<file path="src/rtl/dm_pkg.sv">
// Shared encodings and lane helpers for the data-memory bank wrapper.
package dm_pkg;

  typedef enum logic [1:0] {
    DOPC_WORD  = 2'b00,
    DOPC_HALF  = 2'b01,
    DOPC_BYTE  = 2'b10,
    DOPC_FWORD = 2'b11
  } dopc_e;

  typedef enum logic [1:0] {
    NORMAL = 2'd0,
    DRAIN  = 2'd1,
    BIST   = 2'd2
  } dm_state_e;

  // Active-high lane mask for an access of the given size starting at lane off.
  // Sized for up to 8 lanes; callers truncate to their own lane count.
  function automatic logic [7:0] lane_mask(input dopc_e dopc, input logic [2:0] off,
                                           input int unsigned lanes);
    logic [7:0] m;
    unique case (dopc)
      DOPC_BYTE: m = 8'h01;
      DOPC_HALF: m = 8'h03;
      default:   m = 8'hFF >> (8 - lanes);
    endcase
    return m << off;
  endfunction

  // Replicates byte or half store data across every lane of a 64-bit bus.
  function automatic logic [63:0] lane_rep(input dopc_e dopc, input logic [63:0] d);
    logic [63:0] r;
    unique case (dopc)
      DOPC_BYTE: r = {8{d[7:0]}};
      DOPC_HALF: r = {4{d[15:0]}};
      default:   r = d;
    endcase
    return r;
  endfunction

  // Half must be even-aligned, word must sit at lane 0; bytes are always aligned.
  function automatic logic is_misaligned(input dopc_e dopc, input logic [2:0] off);
    logic m;
    unique case (dopc)
      DOPC_BYTE: m = 1'b0;
      DOPC_HALF: m = off[0];
      default:   m = (off != 3'd0);
    endcase
    return m;
  endfunction

endpackage

</file>
<file path="src/rtl/dm_load_align.sv">
// Load-data alignment: shifts the addressed lanes down and zero/sign-extends.
module dm_load_align
  import dm_pkg::*;
#(
  parameter  int unsigned DATA_W = 32,
  localparam int unsigned OFF_W  = $clog2(DATA_W / 8)
) (
  input  logic [DATA_W-1:0] word,
  input  logic [OFF_W-1:0]  off,
  input  dopc_e             dopc,
  input  logic              sign_ext,
  output logic [DATA_W-1:0] data
);

  logic [DATA_W-1:0] shifted;

  // Extract the addressed bytes and extend them to the full data width.
  always_comb begin
    shifted = word >> {off, 3'b000};
    data    = shifted;
    unique case (dopc)
      DOPC_HALF: data = {{(DATA_W-16){sign_ext & shifted[15]}}, shifted[15:0]};
      DOPC_BYTE: data = {{(DATA_W-8){sign_ext & shifted[7]}}, shifted[7:0]};
      default:   data = shifted;
    endcase
  end

endmodule

</file>
<file path="src/rtl/dm_bank_wrapper.sv">
// Data-memory wrapper: Mem-stage decode onto NBANKS SRAM banks, registered
// load alignment, and BIST ownership arbitration with a one-cycle drain.
module dm_bank_wrapper
  import dm_pkg::*;
#(
  parameter  int unsigned ADDR_W  = 16,
  parameter  int unsigned DATA_W  = 32,
  parameter  int unsigned NBANKS  = 4,
  localparam int unsigned LANES   = DATA_W / 8,
  localparam int unsigned OFF_W   = $clog2(LANES),
  localparam int unsigned SEL_W   = $clog2(NBANKS),
  localparam int unsigned BANK_AW = ADDR_W - OFF_W - SEL_W
) (
  input  logic                      clk,
  input  logic                      rst,
  input  logic                      req_i,
  input  logic [ADDR_W-1:0]         addr_i,
  input  logic [DATA_W-1:0]         data_i,
  input  logic                      mem_wen_i,
  input  logic [1:0]                dm_dopc_i,
  input  logic                      sign_i,
  input  logic                      bist_req_i,
  output logic                      bist_ack_o,
  input  logic [SEL_W+BANK_AW-1:0]  bist_addr_i,
  input  logic [DATA_W-1:0]         bist_data_i,
  input  logic                      bist_wen_i,
  input  logic [NBANKS*DATA_W-1:0]  q_bank_i,
  output logic [BANK_AW-1:0]        mem_addr_o,
  output logic [NBANKS-1:0]         mem_ce_n_o,
  output logic [NBANKS*LANES-1:0]   mem_wen_n_o,
  output logic [DATA_W-1:0]         mem_d_o,
  output logic [DATA_W-1:0]         q_o,
  output logic                      q_valid_o,
  output logic                      misalign_o
);

  dm_state_e state, state_n;

  // Functional access decode
  dopc_e              f_dopc;
  logic [SEL_W-1:0]   f_bank;
  logic [BANK_AW-1:0] f_word;
  logic [OFF_W-1:0]   f_off;
  logic [2:0]         f_off3;
  logic [63:0]        f_d64;
  logic [LANES-1:0]   f_mask;
  logic [DATA_W-1:0]  f_wdata;
  logic               f_store, f_mis, f_go;

  // BIST access decode
  logic [SEL_W-1:0]   b_bank;
  logic [BANK_AW-1:0] b_word;

  // Read issue this cycle and its latched copy
  logic               rd_issue;
  logic [SEL_W-1:0]   rd_bank;
  logic [OFF_W-1:0]   rd_off;
  dopc_e              rd_dopc;
  logic               rd_sign;

  logic               rd_v_q;
  logic [SEL_W-1:0]   rd_bank_q;
  logic [OFF_W-1:0]   rd_off_q;
  dopc_e              rd_dopc_q;
  logic               rd_sign_q;
  logic               mis_q;
  logic               ack_q;

  logic [DATA_W-1:0]  aligned;

  assign f_dopc  = dopc_e'(dm_dopc_i);
  assign f_bank  = addr_i[ADDR_W-1 -: SEL_W];
  assign f_word  = addr_i[OFF_W +: BANK_AW];
  assign f_off   = addr_i[OFF_W-1:0];
  assign f_off3  = 3'(f_off);
  assign f_d64   = 64'(data_i);
  assign f_mask  = LANES'(lane_mask(f_dopc, f_off3, LANES));
  assign f_wdata = DATA_W'(lane_rep(f_dopc, f_d64));
  assign f_store = mem_wen_i | (f_dopc == DOPC_FWORD);
  assign f_mis   = is_misaligned(f_dopc, f_off3);
  assign f_go    = (state == NORMAL) & req_i & ~f_mis;

  assign b_bank  = bist_addr_i[SEL_W+BANK_AW-1 -: SEL_W];
  assign b_word  = bist_addr_i[BANK_AW-1:0];

  // Ownership FSM state register
  always_ff @(posedge clk or negedge rst) begin
    if (!rst) state <= NORMAL;
    else      state <= state_n;
  end

  // Ownership next-state: one drain cycle lets the last functional read return
  always_comb begin
    state_n = state;
    unique case (state)
      NORMAL:  if (bist_req_i) state_n = DRAIN;
      DRAIN:   state_n = bist_req_i ? BIST : NORMAL;
      BIST:    if (!bist_req_i) state_n = NORMAL;
      default: state_n = NORMAL;
    endcase
  end

  // Bank macro drive and read-issue decode for the current owner
  always_comb begin
    mem_ce_n_o  = '1;
    mem_wen_n_o = '1;
    mem_addr_o  = f_word;
    mem_d_o     = f_wdata;
    rd_issue    = 1'b0;
    rd_bank     = f_bank;
    rd_off      = f_off;
    rd_dopc     = f_dopc;
    rd_sign     = sign_i;
    if (state == BIST) begin
      mem_ce_n_o[b_bank]                    = 1'b0;
      mem_wen_n_o[b_bank*LANES +: LANES]    = {LANES{bist_wen_i}};
      mem_addr_o                            = b_word;
      mem_d_o                               = bist_data_i;
      rd_issue                              = bist_wen_i;
      rd_bank                               = b_bank;
      rd_off                                = '0;
      rd_dopc                               = DOPC_WORD;
      rd_sign                               = 1'b0;
    end else if (f_go) begin
      mem_ce_n_o[f_bank] = 1'b0;
      if (f_store) mem_wen_n_o[f_bank*LANES +: LANES] = ~f_mask;
      else         rd_issue = 1'b1;
    end
  end

  // Read pipeline, misalign pulse and registered acknowledge
  always_ff @(posedge clk or negedge rst) begin
    if (!rst) begin
      rd_v_q    <= 1'b0;
      rd_bank_q <= '0;
      rd_off_q  <= '0;
      rd_dopc_q <= DOPC_WORD;
      rd_sign_q <= 1'b0;
      mis_q     <= 1'b0;
      ack_q     <= 1'b0;
    end else begin
      rd_v_q <= rd_issue;
      if (rd_issue) begin
        rd_bank_q <= rd_bank;
        rd_off_q  <= rd_off;
        rd_dopc_q <= rd_dopc;
        rd_sign_q <= rd_sign;
      end
      mis_q <= (state == NORMAL) & req_i & f_mis;
      ack_q <= (state_n == BIST);
    end
  end

  dm_load_align #(
    .DATA_W(DATA_W)
  ) u_align (
    .word     (q_bank_i[rd_bank_q*DATA_W +: DATA_W]),
    .off      (rd_off_q),
    .dopc     (rd_dopc_q),
    .sign_ext (rd_sign_q),
    .data     (aligned)
  );

  assign q_o        = rd_v_q ? aligned : '0;
  assign q_valid_o  = rd_v_q;
  assign misalign_o = mis_q;
  assign bist_ack_o = ack_q;

endmodule

</file>
<file path="config.mk">
export PLATFORM = sky130hd
export DESIGN_NAME = dm_bank_wrapper
export DESIGN_NICKNAME = d
export VERILOG_FILES = /design/src/rtl/dm_pkg.sv /design/src/rtl/dm_load_align.sv /design/src/rtl/dm_bank_wrapper.sv
export SDC_FILE = /design/constraint.sdc
export NUM_CORES = 1
export LEC_CHECK = 0
export CAP_MARGIN = 20
export CORE_AREA = 3 3 126 128
export CTS_BUF_LIST = sky130_fd_sc_hd__clkbuf_8 sky130_fd_sc_hd__clkbuf_16
export CTS_CLUSTER_SIZE = 25
export DETAILED_ROUTE_END_ITERATION = 10
export DIE_AREA = 0 0 129 131
export PLACE_DENSITY_LB_ADDON = 0.08
export SLEW_MARGIN = 10
export SYNTH_ARGS = -nofsm -noshare
export SYNTH_HDL_FRONTEND = slang
export SYNTH_HIERARCHICAL = 1
export SYNTH_SLANG_ARGS = --single-unit
</file>
<file path="constraint.sdc">
create_clock -name clk -period 7.9 [get_ports clk]
set_input_delay 1.185 -clock clk [delete_from_list [all_inputs] [get_ports clk]]
set_output_delay 1.185 -clock clk [all_outputs]
set_load 0.01 [all_outputs]
</file>
### Cell sizes after repair

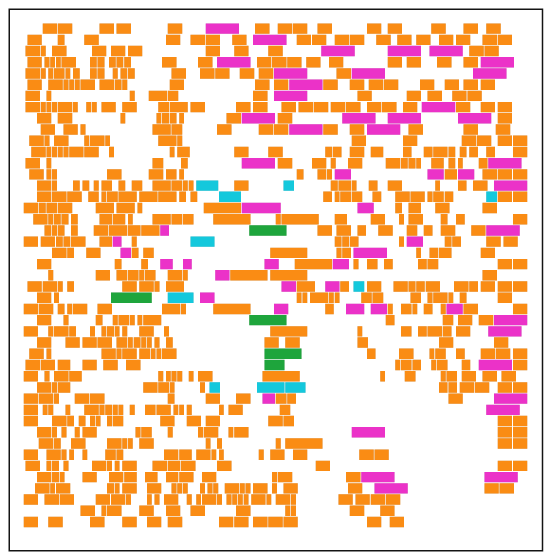
[cyan] _3 and _4 cells | cells: 10
[magenta] _2 cells | cells: 55
[orange] _0 and _1 cells | cells: 717
[green] _6 and larger | cells: 5

### Placed cells, one colour a class

Scale bar: 50 um. Fill, decap, tap and diode cells in grey.
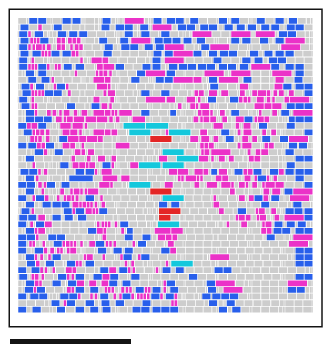
[cyan] flops | cells: 12 | share of their area: 4.4%
[blue] other buffers and delay cells | cells: 334 | share of their area: 49%
[red] clock drivers and dummy loads | cells: 4 | share of their area: 1.3%
[magenta] combinational and other logic | cells: 437 | share of their area: 46%

==> changes_impl.md <==
### Changed

- Outcome: finished clean
- Hold violation total from the final report: 0
- Setup crit start kind: input pin
- Residual DRC count: 0
- Worst vdd rail ir drop: 0.0702 mV
- Async set or reset register ratio after synthesis: 1.00
- Worst Max-Slew Pin Slew: 1.03 ns
- Critical R2R Launch: state[1]$_DFF_PN0_
- # placed instances: 970
- Final clock skew: 0.00352 ns
- Die height: 131 um
- Nets@finish: 1037
- Routed WL per cell: 18.3 um
- Dominant combinational family: multiplexers
- Overall track demand over capacity in global routing: 0.190
- Post-synthesis cell type count: 45
- Max cap viols: 0
- Register bit count reported by yosys: 12
- Final critical path time including I/O delays and setup: 5.07 ns
- Post-Synth XOR/XNOR Area: 0
- Startpoint of the most critical hold path: rd_sign_q$_DFFE_PN0P_
- Post-CTS setup buffer count: 0
- Avg Vias per Cell: 4.94
- Terminus of the critical flop-to-flop path: rd_bank_q[1]$_DFFE_PN0P_
- Final critical-path setup slack: 2.83 ns
- Cell count of the worst reg-to-reg path: 4
- Number of cells traversed by the worst hold path: 1
- Worst path required time: 6.71 ns
- Final count of negative-setup-slack endpoints: 0
- Total wire length: 17800 um
- Hold Path Class: reg -> reg
- Worst-case hold slack: 0.509 ns
- Final RePlAce weighted congestion: 0.826
- CTS clock-pin slew for the worst setup and hold paths: 0.05 ns
- CTS Root Cell: clkbuf_16
- Worst-path maximum fanout: 24
- Via count of the first global-routing pass: 4777
- Number of top-level pins: 330
- Final Max-Slew Violation Tally: 0
- Area Overhead vs Synth: 95.7%
- Clock tree buffer depth: 2
- Setup repair after global routing missed its margin: no
- Post-cts gate resize count: 0
- EDFF count, synth: 0
- Most frequently used cell type in the post-synthesis netlist: nand2_1
- Pre-Place Util: 0.243
- Yosys cell count: 490
- Setup tns final: 0 ns
- Total nets after synthesis: 739
- Chip area line of the yosys report: 3650 um2
- Post-synth area hogs: mux4_2 (20%), nand2_1 (11%), dfrtp_1 (8.2%), ha_1 (6.2%), and2_1 (5.5%)
- Share of synthesized cell area in full adder, half adder and majority cells: 0.0618
- MUX area fraction: 0.278
- Share of layout cells above drive strength 1: 0.0889
- Buffers added on ports: 329
- Final core utilization: 0.476
- Signal arrival time at the worst endpoint: 3.88 ns
- X dimension of the die: 129 um
- Synthesized area per cell: 7.44 um2
- Final instance count without filler cells: 975
- CP endpoint: q_o[9]
- Critical Path, Cell by Cell: clkdlybuf4s50_1 > mux4_2 > mux4_2 > nand3_2 > o21ai_0 > and2_1 > clkdlybuf4s50_1
- Total via count after detailed routing: 4816
- Cell type with the largest total area: mux4_2
- Post-cts hold-fix buffer tally: 0
- Floorplan Core Area: 15000 um2
- Synthesized-area fraction occupied by and/or/nand/nor cells: 0.273
### Clock wiring as the flow saved it

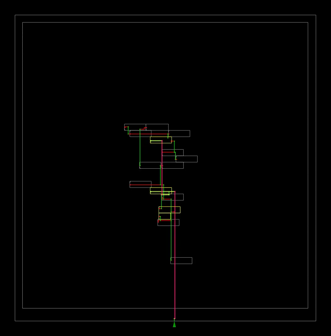
flop count: 12
insertion delay of the later-clocked pin in the worst-skew pair: 0.24 ns
P_clk: 103 uW
TritonCTS buffer count: 3
clk sinks: 12

### Metal 2

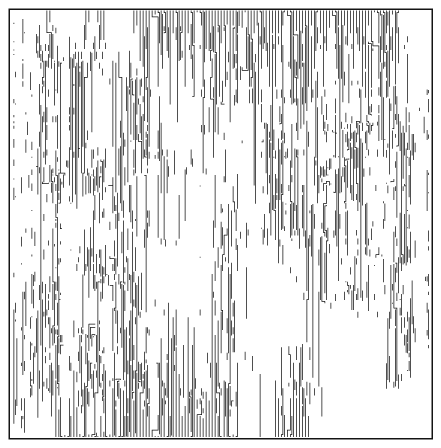
nets with wire on the layer: 862
share of all routed wire: 52%
wire length on this layer: 9300 um
main direction: vertical

placed cells by master, fill, tap and decap left out, drive strengths merged, types with 6 or more instances in the layout:
| cell | instances |
|---|---|
| clkdlybuf4s50 | 329 |
| nand2 | 111 |
| nor2 | 53 |
| o21ai | 34 |
| mux4 | 33 |
| and2 | 33 |
| a21oi | 30 |
| o211ai | 20 |
| ha | 18 |
| mux2i | 15 |
| inv | 14 |
| a22oi | 12 |
| dfrtp | 12 |
| mux2 | 10 |
| a221oi | 8 |
| nor3b | 7 |
| a2bb2oi | 6 |
worst max-delay path, delay by kind of cell:
kind,cells,cell delay [ns]
buffers and inverters,2,0.92
AND-OR/OR-AND,1,0.15
AND/OR/NAND/NOR,2,0.57
multiplexers,2,1.05
final cells by class:
| type | count | area [um2] |
|---|---|---|
| inverter | 14 | 52.6 |
| fill | 1482 | 7840 |
| clock buffer | 4 | 88.8 |
| sequential | 12 | 302 |
| tap | 188 | 235 |
| timing repair buffer | 334 | 3350 |
| multi-input combinational | 423 | 3110 |
state kept, by name, summed over array words and instances (netlist names):
signal,flops
state,2
bist_ack_o,1
rd_sign_q,1
q_valid_o,1
rd_off_q,2
rd_dopc_q,2
misalign_o,1
rd_bank_q,2
routing by layer:
| layer | GRT usage | routed length, um | share of wire |
|---|---|---|---|
| met5 | 0 | 0 | 0 |
| met4 | 0.0389 | 222 | 0.012 |
| met3 | 0.0431 | 1470 | 0.082 |
| met2 | 0.355 | 9300 | 0.52 |
| met1 | 0.224 | 6830 | 0.38 |
where the power goes:
group	internal (mW)	switching, mW
registers	0.0752	0.0609
clock network	0.0764	0.0267
logic	0.537	0.419
total	0.688	0.507
cell families after synthesis:
family	count (synthesis)
adders and majority gates	18
muxes	58
AOI/OAI and AO/OA	128
DFF	12
buffers and inverters	55
and+or+nand+nor	219
Power and IR drop assume default switching activity.
